$ cat config.mk
export PLATFORM = sky130hd
export DESIGN_NAME = led_blink_sched
export DESIGN_NICKNAME = d
export VERILOG_FILES = /design/src/rtl/led_blink_sched.sv
export SDC_FILE = /design/constraint.sdc
export NUM_CORES = 1
export LEC_CHECK = 0
export CORE_ASPECT_RATIO = 0.9
export CORE_UTILIZATION = 50
export DETAILED_ROUTE_END_ITERATION = 6
export PLACE_DENSITY = 0.75
export SYNTH_ARGS = -nofsm -noshare
export SYNTH_HDL_FRONTEND = slang
export SYNTH_SLANG_ARGS = --single-unit
export TNS_END_PERCENT = 50
$ cat constraint.sdc
create_clock -name clk -period 2.3 [get_ports clk]
set_clock_uncertainty 0.05 [all_clocks]
set_input_delay 0.46 -clock clk [delete_from_list [all_inputs] [get_ports clk]]
set_output_delay 0.46 -clock clk [all_outputs]
set_load 0.005 [all_outputs]
$ cat src/rtl/led_blink_sched.sv
// Round-robin scheduler sharing one LED among four requesters: each granted requester gets
// N on/off blink periods at a latched rate, then a dark gap, then a one-cycle done pulse.
module led_blink_sched #(
  parameter int unsigned DIV_W     = 27,
  parameter int unsigned CNT_W     = 4,
  parameter int unsigned GAP_TICKS = 4
) (
  input  logic               clk,
  input  logic               reset,
  input  logic [1:0]         rate,
  input  logic [3:0]         req,
  input  logic [4*CNT_W-1:0] req_count,
  output logic [3:0]         gnt,
  output logic [3:0]         done,
  output logic               busy,
  output logic               led
);

  localparam int unsigned GapW = (GAP_TICKS > 1) ? $clog2(GAP_TICKS) : 1;

  typedef enum logic [1:0] {StIdle, StOn, StOff, StGap} state_e;

  state_e           state_q, state_d;
  logic [3:0]       gnt_q, gnt_d;
  logic [3:0]       done_q, done_d;
  logic             led_q, led_d;
  logic [DIV_W-1:0] presc_q, presc_d;
  logic [CNT_W-1:0] rem_q, rem_d;
  logic [1:0]       rr_q, rr_d;
  logic [1:0]       rate_q, rate_d;
  logic [1:0]       idx_q, idx_d;
  logic [GapW-1:0]  gap_q, gap_d;

  logic [3:0]       elig;
  logic             win_vld;
  logic [1:0]       win_idx;
  logic [1:0]       cand;
  logic [CNT_W-1:0] win_cnt;
  logic [DIV_W-1:0] mask;
  logic             tick;

  always_comb begin
    elig = '0;
    for (int i = 0; i < 4; i++) begin
      elig[i] = req[i] && (req_count[i*CNT_W +: CNT_W] != '0);
    end
  end

  // Scan offsets from farthest to nearest so the first eligible index at or after rr_q wins.
  always_comb begin
    win_vld = 1'b0;
    win_idx = rr_q;
    cand    = '0;
    for (int o = 3; o >= 0; o--) begin
      cand = rr_q + 2'(o);
      if (elig[cand]) begin
        win_vld = 1'b1;
        win_idx = cand;
      end
    end
  end

  assign win_cnt = req_count[CNT_W*win_idx +: CNT_W];

  // Half-period exponent k = DIV_W-1-rate, so the mask holds k ones.
  assign mask = {DIV_W{1'b1}} >> ({1'b0, rate_q} + 3'd1);
  assign tick = ((presc_q & mask) == mask);

  always_comb begin
    state_d = state_q;
    gnt_d   = gnt_q;
    done_d  = '0;
    led_d   = led_q;
    presc_d = presc_q;
    rem_d   = rem_q;
    rr_d    = rr_q;
    rate_d  = rate_q;
    idx_d   = idx_q;
    gap_d   = gap_q;

    if (state_q != StIdle) begin
      presc_d = presc_q + 1'b1;
    end

    unique case (state_q)
      StIdle: begin
        if (win_vld) begin
          state_d = StOn;
          gnt_d   = 4'b0001 << win_idx;
          led_d   = 1'b1;
          presc_d = '0;
          rem_d   = win_cnt;
          rate_d  = rate;
          idx_d   = win_idx;
        end
      end
      StOn: begin
        if (tick) begin
          led_d   = 1'b0;
          state_d = StOff;
        end
      end
      StOff: begin
        if (tick) begin
          if (rem_q > CNT_W'(1)) begin
            rem_d   = rem_q - 1'b1;
            led_d   = 1'b1;
            state_d = StOn;
          end else begin
            rem_d   = '0;
            gap_d   = '0;
            state_d = StGap;
          end
        end
      end
      StGap: begin
        led_d = 1'b0;
        if (tick) begin
          if (gap_q == GapW'(GAP_TICKS - 1)) begin
            done_d  = 4'b0001 << idx_q;
            gnt_d   = '0;
            rr_d    = idx_q + 2'd1;
            state_d = StIdle;
          end else begin
            gap_d = gap_q + 1'b1;
          end
        end
      end
      default: state_d = StIdle;
    endcase
  end

  always_ff @(posedge clk or negedge reset) begin
    if (!reset) begin
      state_q <= StIdle;
      gnt_q   <= '0;
      done_q  <= '0;
      led_q   <= 1'b0;
      presc_q <= '0;
      rem_q   <= '0;
      rr_q    <= '0;
      rate_q  <= '0;
      idx_q   <= '0;
      gap_q   <= '0;
    end else begin
      state_q <= state_d;
      gnt_q   <= gnt_d;
      done_q  <= done_d;
      led_q   <= led_d;
      presc_q <= presc_d;
      rem_q   <= rem_d;
      rr_q    <= rr_d;
      rate_q  <= rate_d;
      idx_q   <= idx_d;
      gap_q   <= gap_d;
    end
  end

  assign gnt  = gnt_q;
  assign done = done_q;
  assign busy = (state_q != StIdle);
  assign led  = led_q;

endmodule
run_1/class_map.png
The bar under the picture is 20 um long.
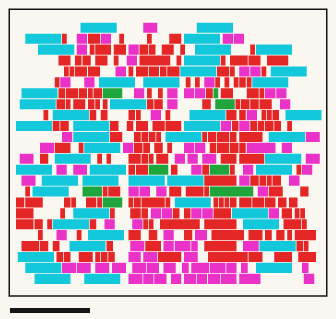
Green is clock drivers and dummy loads, cells 8, share of their area 3.3%. Cyan is registers, cells 49, share of their area 34%. Red is remaining logic cells, cells 210, share of their area 41%. Magenta is remaining buffers and delay cells, cells 92, share of their area 22%.
row cnt: 24
utilization after layout: 73.2%

run_1/port_trees.png
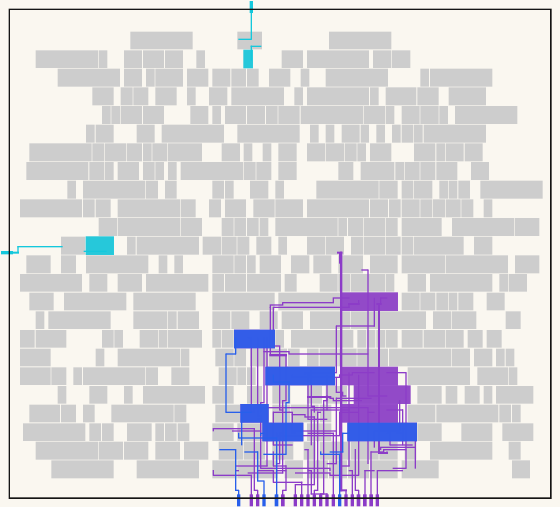
Blue is req, bits 4, direction input, edge south, end cells 5, wire 86.5 um. Cyan is rate, bits 2, direction input, edge 1 west, 1 north, end cells 2, wire 20.5 um. Purple is req_count, bits 16, direction input, edge south, end cells 9, wire 666 um.
PortBufs: 33
I/O pin cnt: 34

run_1/sizing.png
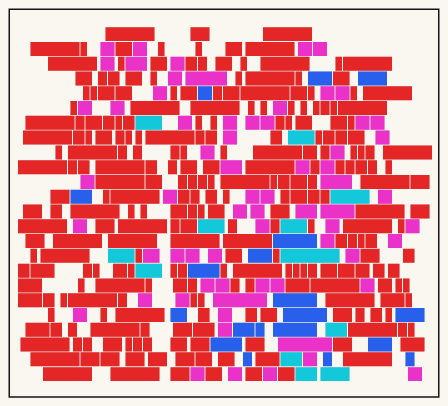
Blue is x2, cells 19, share 5.3%. Magenta is x3 and x4, cells 66, share 18%, most used buf_4. Cyan is x6 and larger, cells 12, share 3.3%, most used clkbuf_8. Red is x1 and smaller, cells 262, share 73%, most used dfrtp_1.
Area growth syn-to-layout: 37.6%
design area: 3650 um2
Non-clk bufs: 92

run_1/congestion_map.png
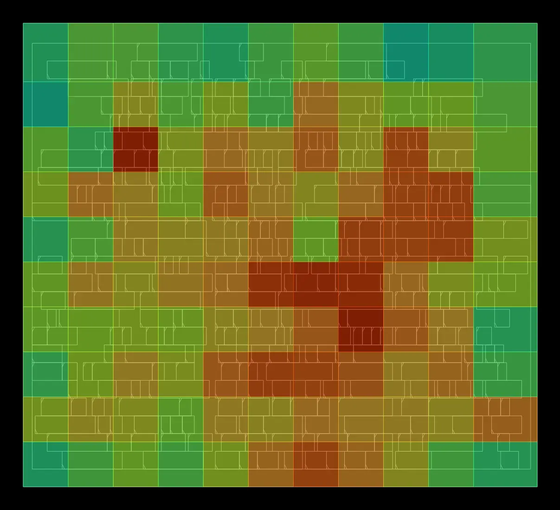
gr usage total: 25.9%
Avg WL per Cell: 15.7 um

==> job_summary.md, run 1 <==
### Flow metrics

| Metric | Value |
|---|---|
| Initial antenna violation count | 0 |
| Clock sink total | 49 |
| Most numerous logic cells after layout | buf_4, dfrtp_1, nor2_1, nand2_1, o21ai_0 |
| Mi-comb count | 200 |
| Basic Gates by Area | 21.7% |
| Total grt overflow | 0 |
| CP Class | reg2reg |
| Seq share, synth | 46.2% |
| Post-place instance area | 3440 um2 |
| Clock root cell | clkbuf_8 |
| Startpoint types | register |
| Clk power | roughly 640 uW |
| Hold Crit Class | in2async |
| Cell Pwr Density | between 500 and 600 nW/um2 |
| ClkCell Share | between 3 and 4% |
| Max_slew headroom | 58.4% |
| Routed Antenna Nets | 0 |
| Register area | ~1200 um2 |
| Comb. pwr | roughly 280 uW |
| Post-synthesis cell count | between 200 and 300 |
| DRT Pass-1 Iters | 5 |
| Final Hold Vio Count | 0 |
| Flip-flops | slightly below 50 |
| Comb area leader | simple AND/OR/NAND/NOR gates |
| Crit path DRT | between 2 and 2.5 ns |
| Num CTS Buffers | 5 |
| Ys cells | 267 |
| 1st-iter DRT viols | approximately 190 |
| Top-area cell share | 46.2% |
| Worst R2R Path Depth | 7 |
| Worst Setup SP | presc_q[0] |
| Metal2 WL | around 3.2 mm |
| Fillcell total | approximately 370 |
| Total net switching power | about 440 uW |
| Failing checks | negative setup slack |
| Die H | between 70 and 80 um |
| Top Metal Used | met4 |
| Synth Register Bits | roughly 50 |
| Inverters, non-clock | 10 |
| R2r startpoint | presc_q[0] |
| Slowest library cell on the worst path | or4_4 |
| Met2 Track Usage GR | 43.3% |
| RD Place Congestion | about 0.84 |
| Tap cell count | between 60 and 70 |
| Pin count of the biggest net entering global routing | roughly 50 |
| Max FFs per register | 26 |
| DIE AREA | around 5600 um2 |
| Final setup viols | 4 |
| Async SR Flop Fraction | 100% |
| Critical path depth in cells | 7 |
| Number of global-route vias before repair | 2455 |
| Status | finished with violations |
| Share of layout cells above drive strength 1 | between 20 and 30% |
| Mapped Area | roughly 2700 um2 |
| CLK BUF | 7 |
| First-pass GRT wire length | between 10 and 15 mm |
| Max_cap viols | 0 |
| Final setup margin | -0.112 ns |
| Most flops, register | presc_q |
| MUX area fraction | 4.20% |
| CP peak stage delay | roughly 0.44 ns |
| Seq power | ~950 uW |
| Sequential share of power | roughly half |
| EDFF count, synth | 0 |
| Final worst path period need | between 2 and 2.5 ns |
| Clk Latency, worst-skew pair | ~0.30 ns |
| Largest area contributor in the netlist | dfrtp_1 |
| Worst slew pin tran | about 0.62 ns |
| CTS hold repair buffers | 0 |
| Largest cell class | multi-input combinational cells |
| Multi-input gate area | roughly 1400 um2 |
| CORE AREA | 4980 um2 |
[run 1: per-stage QoR]
| step | utilization [%] | hold slack [ns] | worst slack [ns] | TNS (ns) | std cells |
|---|---|---|---|---|---|
| 6_report | 73.2 | 0.187 | -0.112 | -0.396 | 424 |
| 5_1_grt | 73.2 | 0.252 | -0.201 | -0.767 | 424 |
| 4_1_cts | 72.0 | 0.220 | -0.107 | -0.339 | 420 |
| 3_5_place_dp | 69.0 | 0.440 | -0.729 | -14.71 | 409 |
| 3_3_place_gp | 69.0 | 0.433 | -0.702 | -13.32 | 409 |
| 2_1_floorplan | - | 0.114 | -0.279 | -1.08 | 267 |
[run 1: timing repair]
action | 4_1_cts | 5_1_grt
resized | 49 | 8
buffers inserted | 3 | 4
pin swaps | 13 | 8
setup endpoints to repair | 33 | 19
run_1/route_heat.png
The bar under the picture is 20 um long. The die is cut into 16 by 14 equal tiles; dark purple is low, yellow is high, scaled to the fullest tile. Values are wire area over tile area, all layers added.
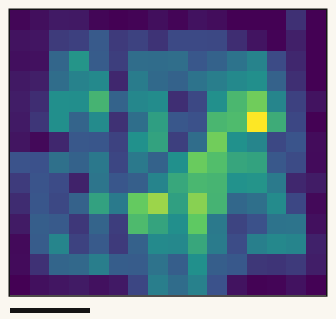

==> run 2: changes to the inputs <==
TNS_END_PERCENT = 5   (was 50)
run_2/route_heat.png
The bar under the picture is 20 um long. The die is cut into 16 by 14 equal tiles; dark purple is low, yellow is high, scaled to the fullest tile. Values are wire area over tile area, all layers added.
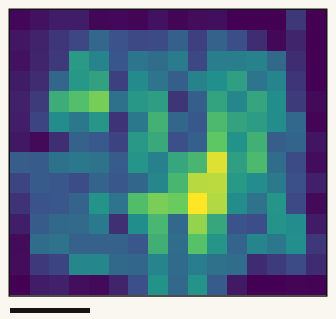
7.6% of the tiles are nearly empty. The mean over all tiles is 0.18. 21% of the tiles are over half the peak. The fullest tile reaches 0.56.
gr usage total: 25.9%
Avg WL per Cell: 15.4 um
Routed WL: 6.46 mm

==> job_summary.md, run 2 <==
### Flow metrics

| Metric | Value |
|---|---|
| Fmax | 413 MHz (was 415 MHz) |
| Hold Crit Class | in2async (unchanged) |
| Top-area cell share | 46.2% (unchanged) |
| Reg2Reg Setup Slack | -0.12 ns (was -0.11 ns) |
| Crit path DRT | 2.44 ns (about the same) |
| Buffer share of cell area | 20.1% (was 21.2%) |
| Via density | 5.65 (was 5.71) |
| I/O pin cnt | 34 (unchanged) |
| Most numerous logic cells after layout | buf_4, dfrtp_1, nor2_1, nand2_1, o21ai_0 (unchanged) |
| EDFF count, synth | 0 (unchanged) |
| Dpl ws | -0.729 ns (unchanged) |
| Area growth syn-to-layout | 35.3% (was 37.6%) |
| CLK BUF | 7 (unchanged) |
| RD Place Congestion | 0.838 (unchanged) |
| Utilization after layout | 72.0% (was 73.2%) |
| Failing checks | negative setup slack (unchanged) |
| Sequential share of power | 50.9% (was 50.8%) |
| CORE AREA | 4980 um2 (unchanged) |
| Met2 Track Usage GR | 43.1% (was 43.3%) |
| Multi-input gate area | 1410 um2 (was 1420 um2) |
| Post-place instance area | 3440 um2 (unchanged) |
| Largest area contributor in the netlist | dfrtp_1 (unchanged) |
| Clock Pin Slew Worst Setup and Hold Paths | 0.09 ns (about the same) |
| Fin Setup TNS | -0.469 ns (was -0.396 ns) |
| ClkCell Share | 3.24% (was 3.19%) |
| Num CTS Buffers | 5 (unchanged) |
| Most flops, register | presc_q (unchanged) |
| GR Util met3 | 4.39% (unchanged) |
| Worst slew pin tran | 0.610 ns (was 0.624 ns) |
| Gate power share | 14.7% (was 14.9%) |
| Clk Latency, worst-skew pair | 0.30 ns (about the same) |
| Part of the cycle the worst path needs | 105% (about the same) |
| Post-synthesis cell count | 267 (unchanged) |
| Cells after DPL | 409 (unchanged) |
| Clock sink total | 49 (unchanged) |
| CP Cell Sequence | ha_2, nand4_1, a211o_1, or4_4, a211o_4, buf_6, a221o_1 (unchanged) |
| Status | finished with violations (unchanged) |
| Top Family by Delay on Critical Path | AND-OR/OR-AND gates (unchanged) |
| Max FO, Critical Path | 8 (unchanged) |
| Syn nets | 299 (unchanged) |
| Max_cap viols | 0 (unchanged) |
| Number of setup buffers added after CTS | 2 (was 3) |
| Row cnt | 24 (unchanged) |
| Total net switching power | 441 uW (was 444 uW) |
| Total grt overflow | 0 (unchanged) |
| Clock root cell | clkbuf_8 (unchanged) |
| Max FFs per register | 26 (unchanged) |
| # DRC | 0 (unchanged) |
| Share of layout cells above drive strength 1 | 25.9% (was 27.0%) |
| Tap cell count | 65 (unchanged) |
| DIE AREA | 5600 um2 (unchanged) |
| First-pass GRT wire length | 11.2 mm (about the same) |
| Number of global-route vias before repair | 2446 (was 2455) |
| ANT cells | 0 (unchanged) |
| Startpoint types | register (unchanged) |
| Die H | 71.1 um (unchanged) |
| Final setup margin | -0.123 ns (was -0.112 ns) |
| Switching portion of total power | 23.8% (was 23.9%) |
| R2r startpoint | presc_q[0] (unchanged) |
| Pin count of the biggest net entering global routing | 50 (unchanged) |
| Yosys Warn Count | 0 (unchanged) |
| Final Hold Vio Count | 0 (unchanged) |
| Top pwr grp | sequential cells (unchanged) |
| Yosys chip area | 2650 um2 (unchanged) |
| Final worst path period need | 2.42 ns (was 2.41 ns) |
| Resize count post-CTS | 49 (unchanged) |
| CP peak stage delay | 0.44 ns (about the same) |
| Worst R2R End | rem_q[0] (unchanged) |
| CTS hold repair buffers | 0 (unchanged) |
| Seq power | 945 uW (about the same) |
| Inverters, non-clock | 10 (unchanged) |
| Fillcell total | 382 (was 372) |
| Register area | 1230 um2 (unchanged) |
| CP Class | reg2reg (unchanged) |
| Async SR Flop Fraction | 100% (unchanged) |
| Largest cell class | multi-input combinational cells (unchanged) |
| Synth Register Bits | 49 (unchanged) |
| Mi-comb count | 200 (unchanged) |
| Ys cells | 267 (unchanged) |
| Design area | 3590 um2 (was 3650 um2) |
| RSZ-0062 raised after global routing | yes (unchanged) |
| Max_slew headroom | 59.3% (was 58.4%) |
| Comb. pwr | 273 uW (was 277 uW) |
| 1st-iter DRT viols | 156 (was 191) |
| Crit path buffers/inverters | 1 (unchanged) |
| Slowest library cell on the worst path | or4_4 (unchanged) |
| Non-clk bufs | 88 (was 92) |
| Mapped Area | 2650 um2 (unchanged) |
| Die X-Extent | 78.8 um (unchanged) |
| Critical path depth in cells | 7 (unchanged) |
| Fp_density | 53.2% (unchanged) |
| OpenROAD warning count | 33 (unchanged) |
| Initial antenna violation count | 0 (unchanged) |
| Flip-flops | 49 (unchanged) |
| Fin Hold WS | 0.194 ns (was 0.187 ns) |
| Seq share, synth | 46.2% (unchanged) |
| Clk power | 639 uW (was 640 uW) |
| Cell Pwr Density | 518 nW/um2 (was 510 nW/um2) |
| DRT Pass-1 Iters | 5 (unchanged) |
| Worst Setup SP | presc_q[0] (unchanged) |
| Final setup viols | 4 (unchanged) |
| Non-filler cells, final | 420 (was 424) |
| PortBufs | 33 (unchanged) |
| Worst R2R Path Depth | 7 (unchanged) |
| Routed Antenna Nets | 0 (unchanged) |
| P_int | 1.42 mW (about the same) |
run_2/port_trees.png
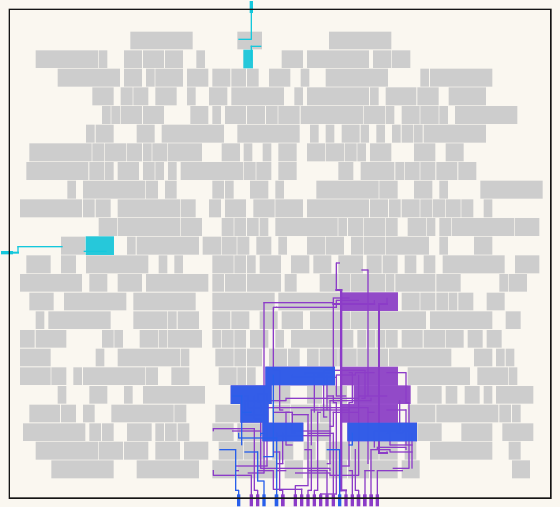
Blue is req, bits 4, direction input, edge south, end cells 5, wire 67.6 um. Cyan is rate, bits 2, direction input, edge 1 west, 1 north, end cells 2, wire 20.5 um. Purple is req_count, bits 16, direction input, edge south, end cells 9, wire 634 um.

## run 2: cell count changes in the layout (fill, tap and decap cells not counted), sizes merged
| cell | change |
|---|---|
| buf | -4 |
| clkdlybuf4s50 | +1 |
| dlymetal6s2s | -1 |
## run 2: metal layers
metal  wire length, um  part of all wire, %
met1              2920                   45
met2              3160                   49
met3               251                  3.9
met4               123                  1.9
met5                 0                    0
## run 2: cells by family (layout without fill, tap and decap cells)
kind of cell	after synthesis	count (layout)	synth area share, %
and+or+nand+nor	113	113	21.7
AOI/OAI and AO/OA	52	52	14.0
muxes	6	6	4.20
buffers and inverters	18	106	3.11
xor gates and xnor gates	21	21	6.94
adders and majority gates	8	8	3.78
DFF	49	49	46.2
run_2/congestion_map.png
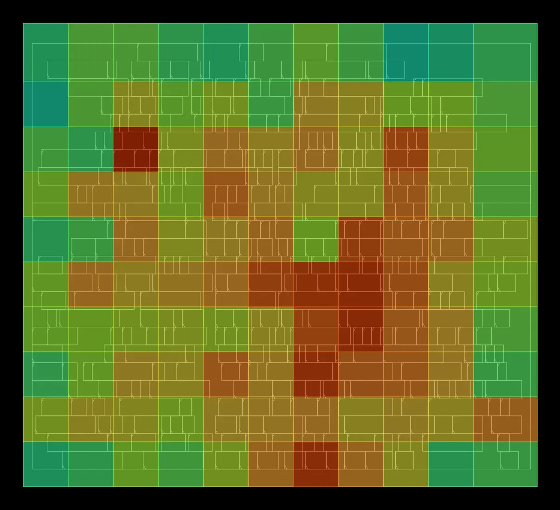

==> run 3: changes to the inputs <==
CORE_MARGIN = 4   (was default)
run_3/congestion_map.png
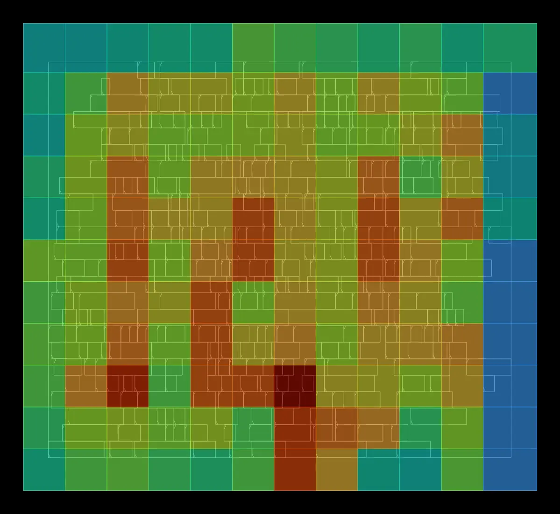
utilization after layout: 71.4%
GR Util met3: 3.75%
GRT met1 Usage: 28.1%
gr usage total: 21.1%
Avg WL per Cell: 14.8 um

==> job_summary.md, run 3 <==
### Flow metrics

| Metric | Value |
|---|---|
| Switching portion of total power | 25.4% (was 23.8%) |
| ANT cells | 0 (unchanged) |
| DIE AREA | 6530 um2 (was 5600 um2) |
| P_int | 1.28 mW (was 1.42 mW) |
| Fp_density | 53.2% (unchanged) |
| ClkCell Share | 2.36% (was 3.24%) |
| Fin Hold WS | 0.0739 ns (was 0.194 ns) |
| RD Place Congestion | 0.884 (was 0.838) |
| Max_cap viols | 0 (unchanged) |
| CTS hold repair buffers | 0 (unchanged) |
| Via density | 5.44 (was 5.65) |
| Dpl ws | -0.751 ns (was -0.729 ns) |
| Worst Setup SP | req_count[8] (was presc_q[0]) |
| Tot Pwr | 1.72 mW (was 1.86 mW) |
| Non-clk bufs | 88 (unchanged) |
| Syn nets | 299 (unchanged) |
| Final Hold Vio Count | 0 (unchanged) |
| Inverters, non-clock | 10 (unchanged) |
| Startpoint types | input port (was register) |
| R2r startpoint | presc_q[1] (was presc_q[0]) |
| Post-synthesis cell count | 267 (unchanged) |
| CP Cell Sequence | dlygate4sd2_1, o41ai_2, buf_4, a21oi_1, o21ai_1, o211ai_1, buf_4, mux4_2, a221o_1 (was ha_2, nand4_1, a211o_1, or4_4, a211o_4, buf_6, a221o_1) |
| Gate power share | 16.0% (was 14.7%) |
| Fmax | 423 MHz (was 413 MHz) |
| Worst R2R End | rem_q[1] (was rem_q[0]) |
| Worst R2R Path Depth | 7 (unchanged) |
| Final setup viols | 4 (unchanged) |
| Share of layout cells above drive strength 1 | 25.9% (unchanged) |
| Final setup margin | -0.0616 ns (was -0.123 ns) |
| Cells after DPL | 409 (unchanged) |
| Routed WL | 6.22 mm (was 6.46 mm) |
| Cell Pwr Density | 482 nW/um2 (was 518 nW/um2) |
| Total grt overflow | 0 (unchanged) |
| Resize count post-CTS | 50 (was 49) |
| Most flops, register | presc_q (unchanged) |
| Comb area leader | simple AND/OR/NAND/NOR gates (unchanged) |
| Top-area cell share | 46.2% (unchanged) |
| Number of global-route vias before repair | 2356 (was 2446) |
| Final worst path period need | 2.36 ns (was 2.42 ns) |
| Seq share, synth | 46.2% (unchanged) |
| Status | finished with violations (unchanged) |
| Non-filler cells, final | 420 (unchanged) |
| CORE AREA | 4980 um2 (unchanged) |
| Yosys Warn Count | 0 (unchanged) |
| Initial antenna violation count | 0 (unchanged) |
| Clk Latency, worst-skew pair | 0.31 ns (was 0.30 ns) |
| CLK BUF | 7 (unchanged) |
| CP Class | in2reg (was reg2reg) |
| Routed Antenna Nets | 0 (unchanged) |
| Commonest cells post-synth | dfrtp_1, nor2_1, nand2_1 (unchanged) |
| CP peak stage delay | 0.34 ns (was 0.44 ns) |
| Clk power | 498 uW (was 639 uW) |
| Synth Register Bits | 49 (unchanged) |
| Worst slew pin tran | 0.650 ns (was 0.610 ns) |
| Die X-Extent | 84.8 um (was 78.8 um) |
| MUX area fraction | 4.20% (unchanged) |
| OpenROAD warning count | 33 (unchanged) |
| Clock sink total | 49 (unchanged) |
| FA/HA/MAJ Cells, Area Fraction | 3.78% (unchanged) |
| Post-place instance area | 3450 um2 (was 3440 um2) |
| Yosys chip area | 2650 um2 (unchanged) |
| Fillcell total | 407 (was 382) |
| Die H | 77.1 um (was 71.1 um) |
| Seq power | 943 uW (was 945 uW) |
| Register area | 1230 um2 (unchanged) |
| Crit path DRT | 2.44 ns (about the same) |
| Failing checks | negative setup slack (unchanged) |
| Basic Gates by Area | 21.7% (unchanged) |
| Top Family by Delay on Critical Path | AND-OR/OR-AND gates (unchanged) |
| Sequential share of power | 55.0% (was 50.9%) |
| Comb. pwr | 275 uW (was 273 uW) |
| I/O pin cnt | 34 (unchanged) |
| Clock root cell | clkbuf_8 (unchanged) |
| Ys cells | 267 (unchanged) |
| Mi-comb count | 200 (unchanged) |
| Post-Synth AOI/OAI Area | 14.0% (unchanged) |
| Critical path depth in cells | 9 (was 7) |
| Multi-input gate area | 1410 um2 (about the same) |
| Hold Crit Class | in2async (unchanged) |
| Flip-flops | 49 (unchanged) |
| RSZ-0062 raised after global routing | yes (unchanged) |
| # DRC | 0 (unchanged) |
| Reg2Reg Setup Slack | -0.05 ns (was -0.12 ns) |
| Buffer share of cell area | 20.4% (was 20.1%) |
| Num CTS Buffers | 5 (unchanged) |
| Number of setup buffers added after CTS | 3 (was 2) |
| Async SR Flop Fraction | 100% (unchanged) |
| Slowest library cell on the worst path | o41ai_2 (was or4_4) |
| Pin count of the biggest net entering global routing | 50 (unchanged) |
| Most numerous logic cells after layout | buf_4, dfrtp_1, nor2_1, nand2_1, o21ai_0 (unchanged) |
| Row cnt | 24 (unchanged) |
| Xor/xnor share | 6.94% (unchanged) |
| Clock Pin Slew Worst Setup and Hold Paths | 0.08 ns (was 0.09 ns) |
| Fin Setup TNS | -0.218 ns (was -0.469 ns) |
| Sequential cell area share | 34.4% (was 34.2%) |
| Max FFs per register | 26 (unchanged) |
| Mapped Area | 2650 um2 (unchanged) |
| Tap cell count | 65 (unchanged) |
| EDFF count, synth | 0 (unchanged) |
| First-pass GRT wire length | 11.0 mm (was 11.2 mm) |
| Crit path buffers/inverters | 3 (was 1) |
| Top pwr grp | sequential cells (unchanged) |
| DRT Pass-1 Iters | 4 (was 5) |
| Max_slew headroom | 56.2% (was 59.3%) |
| Max FO, Critical Path | 5 (was 8) |
| Largest area contributor in the netlist | dfrtp_1 (unchanged) |
| Largest cell class | multi-input combinational cells (unchanged) |
| Design area | 3560 um2 (was 3590 um2) |
| 1st-iter DRT viols | 80 (was 156) |
run_3/sizing.png
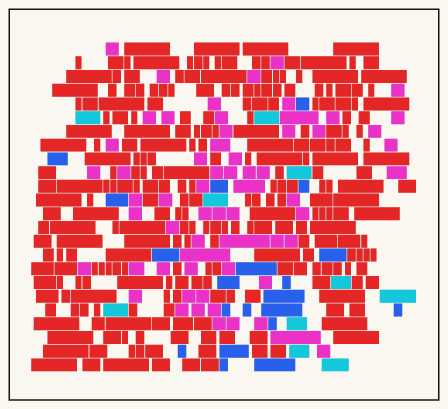
Blue is x2, cells 20, share 5.6%, most used buf_2. Magenta is x3 and x4, cells 62, share 17%, most used buf_4. Red is x1 and smaller, cells 263, share 74%, most used dfrtp_1. Cyan is x6 and larger, cells 10, share 2.8%, most used clkbuf_8.
final setup margin: -0.0616 ns
Area growth syn-to-layout: 34.3%

run 3: per-layer routing:
| layer | track usage, % | part of all wire, % |
|---|---|---|
| met1 | 28.1 | 47 |
| met2 | 34.0 | 47 |
| met3 | 3.75 | 3.0 |
| met4 | 8.54 | 2.4 |
| met5 | 0 | 0 |
run 3: how the worst min path moves through the flow:
stage                     start          end  slack [ns]  cells after the start
after CTS                 reset  presc_q[12]        0.08                      2
after floorplan           reset      done[0]        0.11                      0
final                     reset     rem_q[0]        0.07                      2
after global routing      reset  presc_q[13]        0.08                      2
after global placement    reset     rem_q[2]        0.42                      2
after detailed placement  reset     rem_q[0]        0.42                      2
Power is estimated from default activity; no workload was simulated.
